**src/rtl/sccb_table_sequencer.sv**
```systemverilog
// rtl/sccb_table_sequencer.sv - table-driven SCCB register loader; optional readback verify via SCCB_VERIFY_EN
module sccb_table_sequencer #(
  parameter logic [7:0] DEV_ID     = 8'h42,
  parameter int         TBL_AW     = 6,
  parameter int         DELAY_UNIT = 100,
  parameter int         RETRY_MAX  = 2
) (
  input  logic              PCLK,
  input  logic              PRESETN,
  input  logic              go,
  input  logic              mid_pulse,
  output logic [TBL_AW-1:0] tbl_addr,
  input  logic [15:0]       tbl_data,
  output logic              eng_start,
  output logic              eng_rw,
  output logic [7:0]        eng_id_addr,
  output logic [7:0]        eng_sub_addr,
  output logic [7:0]        eng_data_in,
  input  logic [7:0]        eng_data_out,
  input  logic              eng_done,
  output logic              busy,
  output logic              cfg_done,
  output logic              error,
  output logic [TBL_AW-1:0] err_index
);

  // Wide enough for 8'hFF * DELAY_UNIT without overflow.
  localparam int DLY_W = 8 + $clog2(DELAY_UNIT) + 1;
  localparam logic [TBL_AW-1:0] ADDR_MAX = '1;

  typedef enum logic [3:0] {
    S_IDLE, S_FETCH, S_ISSUE, S_WAIT, S_GAP, S_DELAY, S_NEXT, S_DONE, S_FAIL
`ifdef SCCB_VERIFY_EN
    , S_VRD_ISSUE, S_VRD_WAIT, S_CHECK
`endif
  } state_t;

  state_t            state_q, state_d;
  logic [TBL_AW-1:0] tbl_addr_q;
  logic [7:0]        sub_q, data_q, id_q;
  logic              rw_q;
  logic [DLY_W-1:0]  dly_q;
  logic              cfg_done_q, error_q;
  logic [7:0]        tbl_sub;

  assign tbl_sub = tbl_data[15:8];

`ifdef SCCB_VERIFY_EN
  localparam int RTY_W = (RETRY_MAX > 0) ? $clog2(RETRY_MAX + 1) : 1;
  localparam logic [RTY_W-1:0] RTY_LAST = RTY_W'(RETRY_MAX);

  logic [RTY_W-1:0]  retry_q;
  logic              rd_phase_q;   // the GAP being served follows a readback
  logic [7:0]        rd_data_q;
  logic [TBL_AW-1:0] err_index_q;
  logic              skip_verify;
  logic              rd_match;

  // A soft reset write reboots the sensor, so its register cannot be read back.
  assign skip_verify = (sub_q == 8'h12) && data_q[7];
  assign rd_match    = (rd_data_q == data_q);
  assign err_index   = err_index_q;
`else
  logic unused_sink;
  assign unused_sink = (^eng_data_out) ^ (RETRY_MAX != 0);
  assign err_index   = '0;
`endif

  assign tbl_addr     = tbl_addr_q;
  assign eng_rw       = rw_q;
  assign eng_id_addr  = id_q;
  assign eng_sub_addr = sub_q;
  assign eng_data_in  = data_q;
  assign cfg_done     = cfg_done_q;
  assign error        = error_q;

  // State register.
  always_ff @(posedge PCLK) begin
    if (!PRESETN) state_q <= S_IDLE;
    else          state_q <= state_d;
  end

  // Next-state: only leaving IDLE ignores mid_pulse.
  always_comb begin
    state_d = state_q;
    case (state_q)
      S_IDLE:  if (go) state_d = S_FETCH;
      S_FETCH: if (mid_pulse) begin
        if (tbl_sub == 8'hFF)      state_d = S_DONE;
        else if (tbl_sub == 8'hFE) state_d = S_DELAY;
        else                       state_d = S_ISSUE;
      end
      S_ISSUE: if (mid_pulse) state_d = S_WAIT;
      S_WAIT:  if (mid_pulse && eng_done) state_d = S_GAP;
      S_GAP:   if (mid_pulse) begin
`ifdef SCCB_VERIFY_EN
        if (rd_phase_q)       state_d = S_CHECK;
        else if (skip_verify) state_d = S_NEXT;
        else                  state_d = S_VRD_ISSUE;
`else
        state_d = S_NEXT;
`endif
      end
      S_DELAY: if (mid_pulse && (dly_q <= DLY_W'(1))) state_d = S_NEXT;
      S_NEXT:  if (mid_pulse) state_d = (tbl_addr_q == ADDR_MAX) ? S_DONE : S_FETCH;
      S_DONE:  if (mid_pulse) state_d = S_IDLE;
      S_FAIL:  if (mid_pulse) state_d = S_IDLE;
`ifdef SCCB_VERIFY_EN
      S_VRD_ISSUE: if (mid_pulse) state_d = S_VRD_WAIT;
      S_VRD_WAIT:  if (mid_pulse && eng_done) state_d = S_GAP;
      S_CHECK:     if (mid_pulse) begin
        if (rd_match)                 state_d = S_NEXT;
        else if (retry_q == RTY_LAST) state_d = S_FAIL;
        else                          state_d = S_ISSUE;
      end
`endif
      default: state_d = S_IDLE;
    endcase
  end

  // Outputs decoded from state: start covers issue+wait, busy is anything but idle.
  always_comb begin
    eng_start = 1'b0;
    busy      = 1'b1;
    case (state_q)
      S_IDLE:  busy = 1'b0;
      S_ISSUE, S_WAIT: eng_start = 1'b1;
`ifdef SCCB_VERIFY_EN
      S_VRD_ISSUE, S_VRD_WAIT: eng_start = 1'b1;
`endif
      default: ;
    endcase
  end

  // Datapath: table index, latched entry, delay count, sticky status.
  always_ff @(posedge PCLK) begin
    if (!PRESETN) begin
      tbl_addr_q  <= '0;
      sub_q       <= '0;
      data_q      <= '0;
      id_q        <= '0;
      rw_q        <= 1'b0;
      dly_q       <= '0;
      cfg_done_q  <= 1'b0;
      error_q     <= 1'b0;
`ifdef SCCB_VERIFY_EN
      retry_q     <= '0;
      rd_phase_q  <= 1'b0;
      rd_data_q   <= '0;
      err_index_q <= '0;
`endif
    end else begin
      case (state_q)
        S_IDLE: if (go) begin
          tbl_addr_q <= '0;
          cfg_done_q <= 1'b0;
          error_q    <= 1'b0;
`ifdef SCCB_VERIFY_EN
          retry_q    <= '0;
          rd_phase_q <= 1'b0;
`endif
        end
        S_FETCH: if (mid_pulse) begin
          if (tbl_sub == 8'hFE) begin
            dly_q <= DLY_W'(tbl_data[7:0]) * DLY_W'(DELAY_UNIT);
          end else if (tbl_sub != 8'hFF) begin
            sub_q  <= tbl_sub;
            data_q <= tbl_data[7:0];
            id_q   <= DEV_ID;
            rw_q   <= 1'b0;
          end
        end
        S_DELAY: if (mid_pulse && (dly_q != '0)) dly_q <= dly_q - DLY_W'(1);
        S_NEXT: if (mid_pulse) begin
          if (tbl_addr_q != ADDR_MAX) tbl_addr_q <= tbl_addr_q + TBL_AW'(1);
`ifdef SCCB_VERIFY_EN
          retry_q <= '0;
`endif
        end
        S_DONE: if (mid_pulse) cfg_done_q <= 1'b1;
        S_FAIL: if (mid_pulse) begin
          error_q <= 1'b1;
`ifdef SCCB_VERIFY_EN
          err_index_q <= tbl_addr_q;
`endif
        end
`ifdef SCCB_VERIFY_EN
        S_GAP: if (mid_pulse) begin
          if (rd_phase_q) begin
            rd_phase_q <= 1'b0;
          end else if (!skip_verify) begin
            rw_q <= 1'b1;
            id_q <= DEV_ID | 8'h01;
          end
        end
        S_VRD_WAIT: if (mid_pulse && eng_done) begin
          rd_data_q  <= eng_data_out;
          rd_phase_q <= 1'b1;
        end
        S_CHECK: if (mid_pulse && !rd_match && (retry_q != RTY_LAST)) begin
          retry_q <= retry_q + RTY_W'(1);
          rw_q    <= 1'b0;
          id_q    <= DEV_ID;
        end
`endif
        default: ;
      endcase
    end
  end

endmodule
```
**config.mk**
```make
export PLATFORM = sky130hd
export DESIGN_NAME = sccb_table_sequencer
export DESIGN_NICKNAME = d
export VERILOG_FILES = /design/src/rtl/sccb_table_sequencer.sv
export SDC_FILE = /design/constraint.sdc
export NUM_CORES = 1
export LEC_CHECK = 0
export ABC_AREA = 1
export CORE_MARGIN = 3
export CORE_UTILIZATION = 45
export CTS_BUF_LIST = sky130_fd_sc_hd__clkbuf_2
export CTS_CLUSTER_SIZE = 16
export DETAILED_ROUTE_END_ITERATION = 10
export GPL_TIMING_DRIVEN = 0
export HOLD_SLACK_MARGIN = 0.15
export PLACE_DENSITY = 0.73
export SLEW_MARGIN = 20
export SYNTH_ARGS = -nofsm -noshare
export SYNTH_HDL_FRONTEND = slang
export SYNTH_SLANG_ARGS = --single-unit
```
**constraint.sdc**
```tcl
create_clock -name PCLK -period 9.5 [get_ports PCLK]
set_input_delay 2.85 -clock PCLK [delete_from_list [all_inputs] [get_ports PCLK]]
set_output_delay 2.85 -clock PCLK [all_outputs]
set_load 0.01 [all_outputs]
```
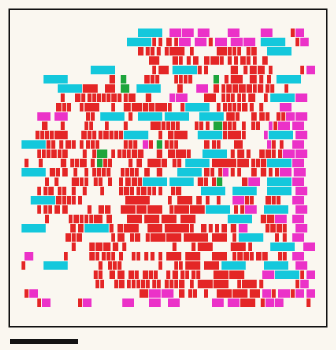
*Cells coloured by class, run 1*
Bar = 20 um.
legend:
  other buffers and delay cells:
    colour: magenta
    cells: 71
    share_of_their_area: 16%
  all other logic:
    colour: red
    cells: 466
    share_of_their_area: 60%
  flops:
    colour: cyan
    cells: 43
    share_of_their_area: 22%
  clock drivers and dummy loads:
    colour: green
    cells: 8
    share_of_their_area: 1.2%

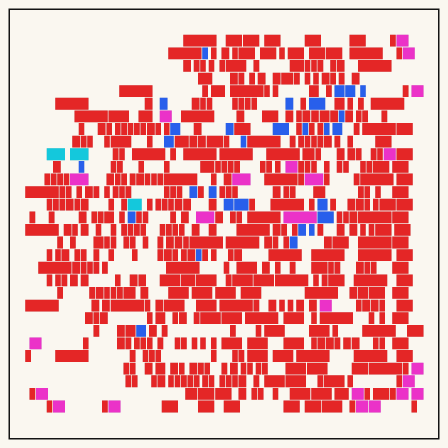
*Sizing map, run 1*
legend:
  drive 6 and up:
    colour: cyan
    cells: 3
    share: 0.51%
    most_used: buf_6
  drive 1 or less:
    colour: red
    cells: 533
    share: 91%
    most_used: nand2_1
  drive 2:
    colour: blue
    cells: 29
    share: 4.9%
    most_used: inv_2
  drive 3 to 4:
    colour: magenta
    cells: 23
    share: 3.9%
    most_used: buf_4
Area Overhead vs Synth: 20.5%
nonclk buf count: 71

==> results.json, run 1 <==
{
  "finalInstanceArea_um2": 4040,
  "status": "completed",
  "syn_inst": 520,
  "final_common_cell": "nand2_1",
  "seq-power_uw": 233,
  "cts-root-buf": "clkbuf_2",
  "core_area_um2": 7020,
  "pwr-share-seq": 0.349,
  "avgSynthCellArea_um2": 6.45,
  "pg_clk_uw": 88.1,
  "drv_slew": 0,
  "dieArea_um2": 8520,
  "hold_viol": 0,
  "crit_path_max_incr_delay_ns": 0.58,
  "grt_pass1_vias": 2998,
  "timing.fmax_mhz": 188,
  "p_switching_uw": 296,
  "intPower_uw": 371,
  "first_pass_iters": 5,
  "drc": 0,
  "drtIter0Drc": 253,
  "std_cell_rows": 30,
  "routed.top_layer": "met4",
  "ys_cells": 520,
  "tool_warnings": 36,
  "setup_violations": 0,
  "r2r-end": "dly_q[8]",
  "cpMostUsedCell": "nand2_1",
  "path_cells": "clkdlybuf4s50_1 > ha_1 > ha_1 > fa_1 > ha_1 > a21oi_1 > nand2_1 > nand2_1 > nand2_1 > nand2_1 > nand2_1 > nor2_1 > nor2_1 > nor2_1",
  "n_antenna_cell": 0,
  "ctsResizeCount": 0,
  "yosys.area.top_type": "dfxtp_1",
  "synthXorXnorAreaFrac": 0.0209
}
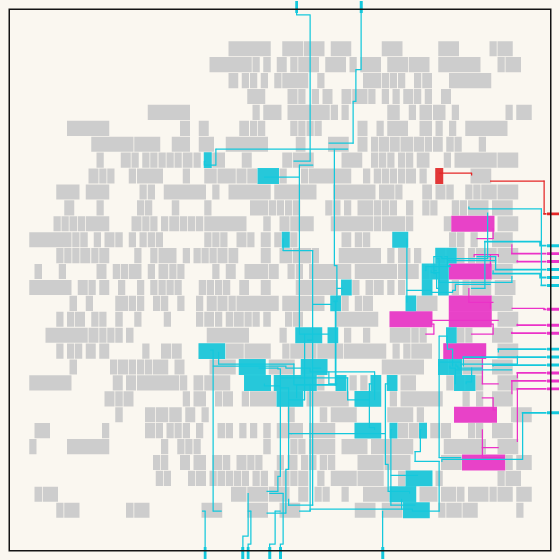
*Port wiring, run 1*
legend:
  eng_start:
    colour: red
    bits: 1
    direction: output
    edge: right
    end_cells: 1
    buffers: 1
    wire: 20.9 um
  eng_sub_addr:
    colour: magenta
    bits: 8
    direction: output
    edge: right
    end_cells: 8
    buffers: 8
    wire: 121 um
  tbl_data:
    colour: cyan
    bits: 16
    direction: input
    edge: 8 right, 6 bottom, 2 top
    end_cells: 37
    buffers: 16
    wire: 893 um
Port-buffer cells: 47
Ports: 70

## run 1: final cells by class
cell class | count | area (um2)
Timing Repair Buffer | 47 | 470
Clock buffer | 5 | 25.0
Inverter | 71 | 267
Fill cell | 714 | 2980
Buffer | 24 | 169
Clock inverter | 3 | 23.8
Multi-Input combinational cell | 395 | 2100
Sequential cell | 43 | 861
Tap cell | 96 | 120
## run 1: Yosys cell counts, drive strengths merged, types with 3 or more instances
cell type,number
o21bai,3
ha,32
inv,70
a21oi,19
xor2,3
nand3,45
nand2,128
fa,3
xnor2,5
dfxtp,43
o21ai,29
nand4,8
nor3,3
nor2,96
buf,22
## run 1: state kept, by name, summed over array words and instances (netlist names)
register / cells
tbl_addr: 6
state_q: 3
dly_q: 16
eng_data_in: 8
eng_sub_addr: 8
cfg_done: 1
eng_id_addr: 1
### Wiring heat map, run 1

Bar = 20 um. 18 x 18 tiles, from dark purple (low) to yellow (high), scaled to the fullest tile. Values are wire area over tile area, all layers added.
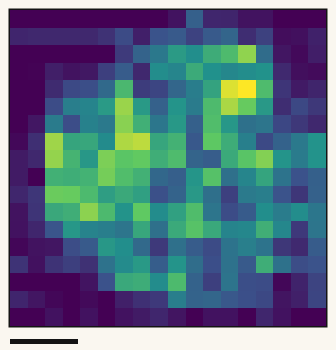

--- run 2 (diff from run 1) ---
--- a/config.mk
+++ b/config.mk
@@ -13,7 +13,7 @@
 export DETAILED_ROUTE_END_ITERATION = 10
 export GPL_TIMING_DRIVEN = 0
 export HOLD_SLACK_MARGIN = 0.15
-export PLACE_DENSITY = 0.73
+export PLACE_DENSITY = 0.76
 export SLEW_MARGIN = 20
 export SYNTH_ARGS = -nofsm -noshare
 export SYNTH_HDL_FRONTEND = slang
==> constraint.sdc (replaced) <==
create_clock -name PCLK -period 4.7 [get_ports PCLK]
set_input_delay 1.41 -clock PCLK [delete_from_list [all_inputs] [get_ports PCLK]]
set_output_delay 1.41 -clock PCLK [all_outputs]
set_load 0.01 [all_outputs]
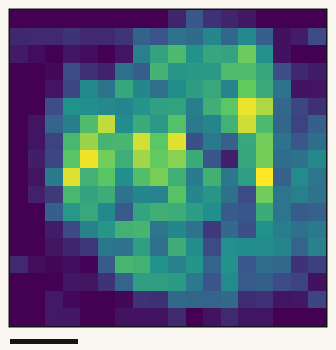
*Wiring heat map, run 2*
Bar = 20 um. 18 x 18 tiles, from dark purple (low) to yellow (high), scaled to the fullest tile. Values are wire area over tile area, all layers added.
tiles over half the peak: 27%
mean over tiles: 0.16
emptiest ninth of the die: lower left
nearly empty tiles: 16%
densest ninth of the die: centre
fullest tile: 0.48

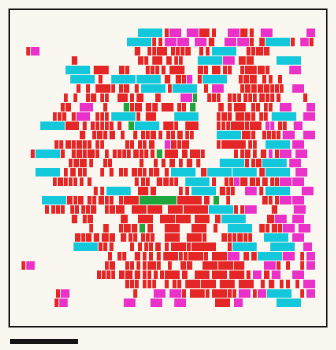
*Cells coloured by class, run 2*
Bar = 20 um.
legend:
  clock drivers and dummy loads:
    colour: green
    cells: 8
    share_of_their_area: 1.6%
  flops:
    colour: cyan
    cells: 43
    share_of_their_area: 22%
  all other logic:
    colour: red
    cells: 466
    share_of_their_area: 60%
  other buffers and delay cells:
    colour: magenta
    cells: 71
    share_of_their_area: 16%

==> run 2 against run 1 <==
Clock-buffer cell count did not move. Setup slack worse by 3.4 ns. Synthesized area unchanged. Sequential power grew 100%. Core utilization increased by 0.21 points. First-iteration DRC count down 36%. Sequential share of layout area fell by 0.079 points. Cell count did not move. Largest cell class unchanged.
==> results.json, run 2 <==
{
  "clock_buffer_count": 5,
  "grt_pass1_vias": 3134,
  "comb_share": 0.519,
  "synthXorXnorAreaFrac": 0.0209,
  "regMostFlops": "dly_q",
  "dieArea_um2": 8520,
  "hold_viol": 0,
  "sh_seq_area": 0.212,
  "common_cells": "nand2_1 (123), nor2_1 (91), inv_1 (61)",
  "setup_violations": 0,
  "final_common_cell": "nand2_1",
  "syn_inst": 520,
  "io_buffers": 47,
  "first_pass_iters": 5,
  "timing.fmax_mhz": 258,
  "largest_register_ffs": 16,
  "clk_share": 0.0157,
  "std_cell_rows": 30,
  "avgSynthCellArea_um2": 6.45,
  "fill_cells": 693,
  "seq_area_um2": 861,
  "crit_path_max_incr_delay_ns": 0.57,
  "dominant_cells": "multi-input combinational cells",
  "drc": 0,
  "taps": 96,
  "drv_slew": 0,
  "ctsResizeCount": 0,
  "drtIter0Drc": 163,
  "buffers": 71,
  "tool_warnings": 36,
  "status": "completed",
  "inverters": 71,
  "cpMostUsedCell": "nand2_1",
  "buffer_area_frac": 0.158,
  "ff_count": 43,
  "core_area_um2": 7020,
  "most_common_cell": "nand2_1",
  "logic_gates": 395,
  "yosys.area.top_type": "dfxtp_1",
  "ios": 70,
  "mi_logic_area_um2": 2100,
  "ys_cells": 520
}
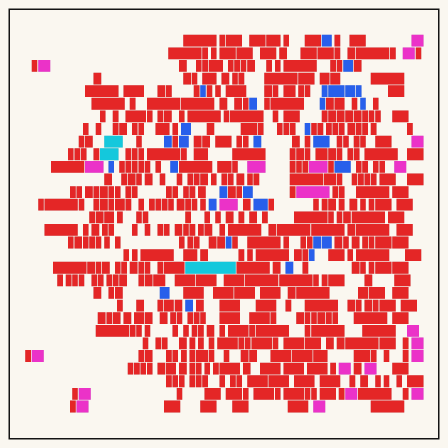
*Sizing map, run 2*
legend:
  drive 1 or less:
    colour: red
    cells: 534
    share: 91%
    most_used: nand2_1
  drive 6 and up:
    colour: cyan
    cells: 3
    share: 0.51%
    most_used: buf_6
  drive 2:
    colour: blue
    cells: 30
    share: 5.1%
    most_used: inv_2
  drive 3 to 4:
    colour: magenta
    cells: 21
    share: 3.6%
    most_used: buf_4
post-layout instance area: 4060 um2
Setup WS post-layout: 0.829 ns
Area Overhead vs Synth: 21.0%

[run 2: worst paths after layout]
kind                       start             end  slack, ns
setup / recovery     tbl_data[3]       dly_q[13]       0.83
hold / removal    eng_data_in[5]  eng_data_in[5]       0.50
setup reg to reg        dly_q[0]        dly_q[1]       2.92
hold reg to reg   eng_data_in[5]  eng_data_in[5]       0.50
[run 2: power breakdown]
part	switching, mW	internal (mW)	total, mW
clock	0.124	0.0874	0.211
sequential	0.0511	0.418	0.469
combinational	0.408	0.294	0.702
total	0.583	0.799	1.38
[run 2: per-layer routing]
layer | GRT usage | share of wire
met1 | 0.273 | 0.47
met2 | 0.340 | 0.45
met3 | 0.0341 | 0.052
met4 | 0.0681 | 0.021
met5 | 0 | 0
--- run 3 (diff from run 2) ---
==> constraint.sdc (replaced) <==
create_clock -name PCLK -period 3.3 [get_ports PCLK]
set_input_delay 0.99 -clock PCLK [delete_from_list [all_inputs] [get_ports PCLK]]
set_output_delay 0.99 -clock PCLK [all_outputs]
set_load 0.01 [all_outputs]
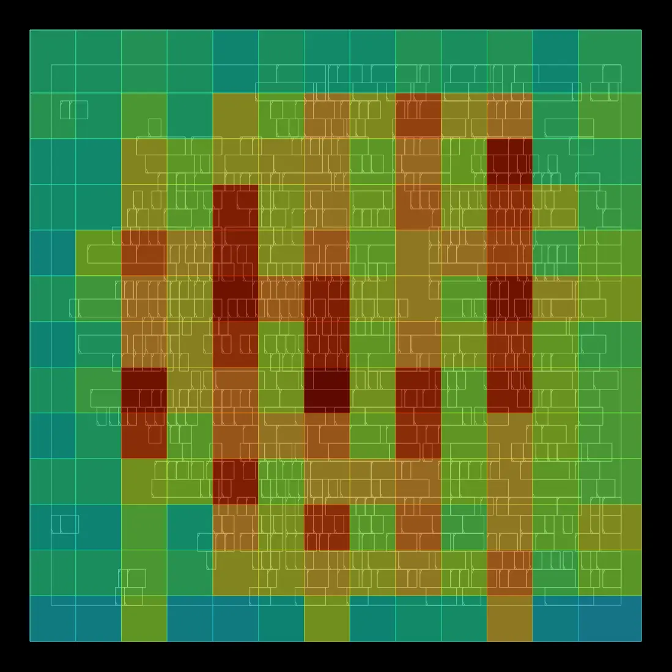
*Congestion heat map, run 3*
met1 Usage GRT: 0.273
Final Util: 0.582

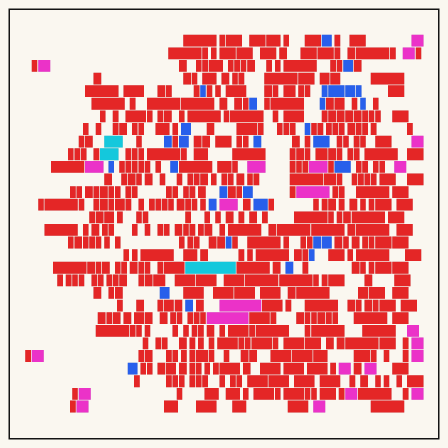
*Sizing map, run 3*
legend:
  drive 6 and up:
    colour: cyan
    cells: 3
    share: 0.51%
    most_used: buf_6
  drive 2:
    colour: blue
    cells: 31
    share: 5.3%
    most_used: inv_2
  drive 3 to 4:
    colour: magenta
    cells: 23
    share: 3.9%
    most_used: buf_4
  drive 1 or less:
    colour: red
    cells: 531
    share: 90%
    most_used: nand2_1
Area Overhead vs Synth: 21.9%
Setup WS post-layout: 0.167 ns
post-layout instance area: 4090 um2

==> run 3 against run 2 <==
Synthesized area is the same. Routed wire length grew 0.14%. Synthesized cell count is the same. Clock-buffer cell count did not move. Worst hold slack barely moved. Critical endpoint is now dly_q[11].
==> results.json, run 3 <==
{
  "worstHoldStart": "eng_data_in[5]",
  "pg_clk_uw": 302,
  "synthXorXnorAreaFrac": 0.0209,
  "first_pass_iters": 6,
  "timing.fmax_mhz": 319,
  "clkPwrFrac": 0.152,
  "powerComb_mw": 1.02,
  "intPower_mw": 1.15,
  "most_common_cell": "nand2_1",
  "path_cells": "dlygate4sd2_1 > ha_1 > ha_1 > inv_1 > fa_1 > inv_1 > ha_4 > nand2_1 > or2_2 > nand3_1 > nand2_1 > a21oi_1 > nor2_1",
  "grt_use_met2": 0.340,
  "final_common_cell": "nand2_1",
  "drt-met1-wl_um": 3920,
  "n_antenna_cell": 0,
  "r2r-end": "dly_q[1]",
  "status": "completed",
  "grt_pass1_vias": 3134,
  "r2r-start": "dly_q[0]",
  "ys_cells": 520,
  "grt.busiest_layer": "met2",
  "largest_register_ffs": 16,
  "routed-wl-met3_um": 473,
  "io_buffers": 47,
  "drv_slew": 0,
  "yosys.area.top_type": "dfxtp_1",
  "common_cells": "nand2_1 (123), nor2_1 (91), inv_1 (61)",
  "syn_inst": 520,
  "startpoint": "tbl_data[3]",
  "p_sw_frac": 0.422,
  "power-top-group": "combinational cells",
  "pwr-share-seq": 0.336,
  "ff2ff_setup_slack_ns": 1.51
}
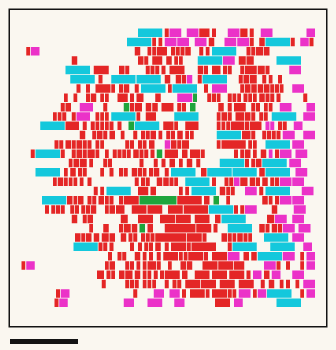
*Cells coloured by class, run 3*
Bar = 20 um.
legend:
  clock drivers and dummy loads:
    colour: green
    cells: 8
    share_of_their_area: 1.6%
  other buffers and delay cells:
    colour: magenta
    cells: 71
    share_of_their_area: 16%
  flops:
    colour: cyan
    cells: 43
    share_of_their_area: 22%
  all other logic:
    colour: red
    cells: 466
    share_of_their_area: 60%
row cnt: 30
area of the core: 7020 um2

-- run 3: cell counts after synthesis --
Identical to the previous run, type by type.
-- run 3: cell type report --
| class | instances | area, um2 | area share |
|---|---|---|---|
| inverter | 71 | 267 | 0.0652 |
| multi-input combinational | 395 | 2130 | 0.522 |
| timing repair buffer | 47 | 473 | 0.116 |
| clock inverter | 3 | 38.8 | 0.00949 |
| buffer | 24 | 169 | 0.0413 |
| sequential | 43 | 861 | 0.211 |
| tap | 96 | 120 | 0.0294 |
| clock buffer | 5 | 25.0 | 0.00613 |
-- run 3: what timing repair did --
| item | CTS | global route |
|---|---|---|
| endpoints found under the hold margin | 0 | 0 |
| resized | 5 | 5 |
| endpoints found under the setup margin | 5 | 3 |
Power is estimated from default activity; no workload was simulated.
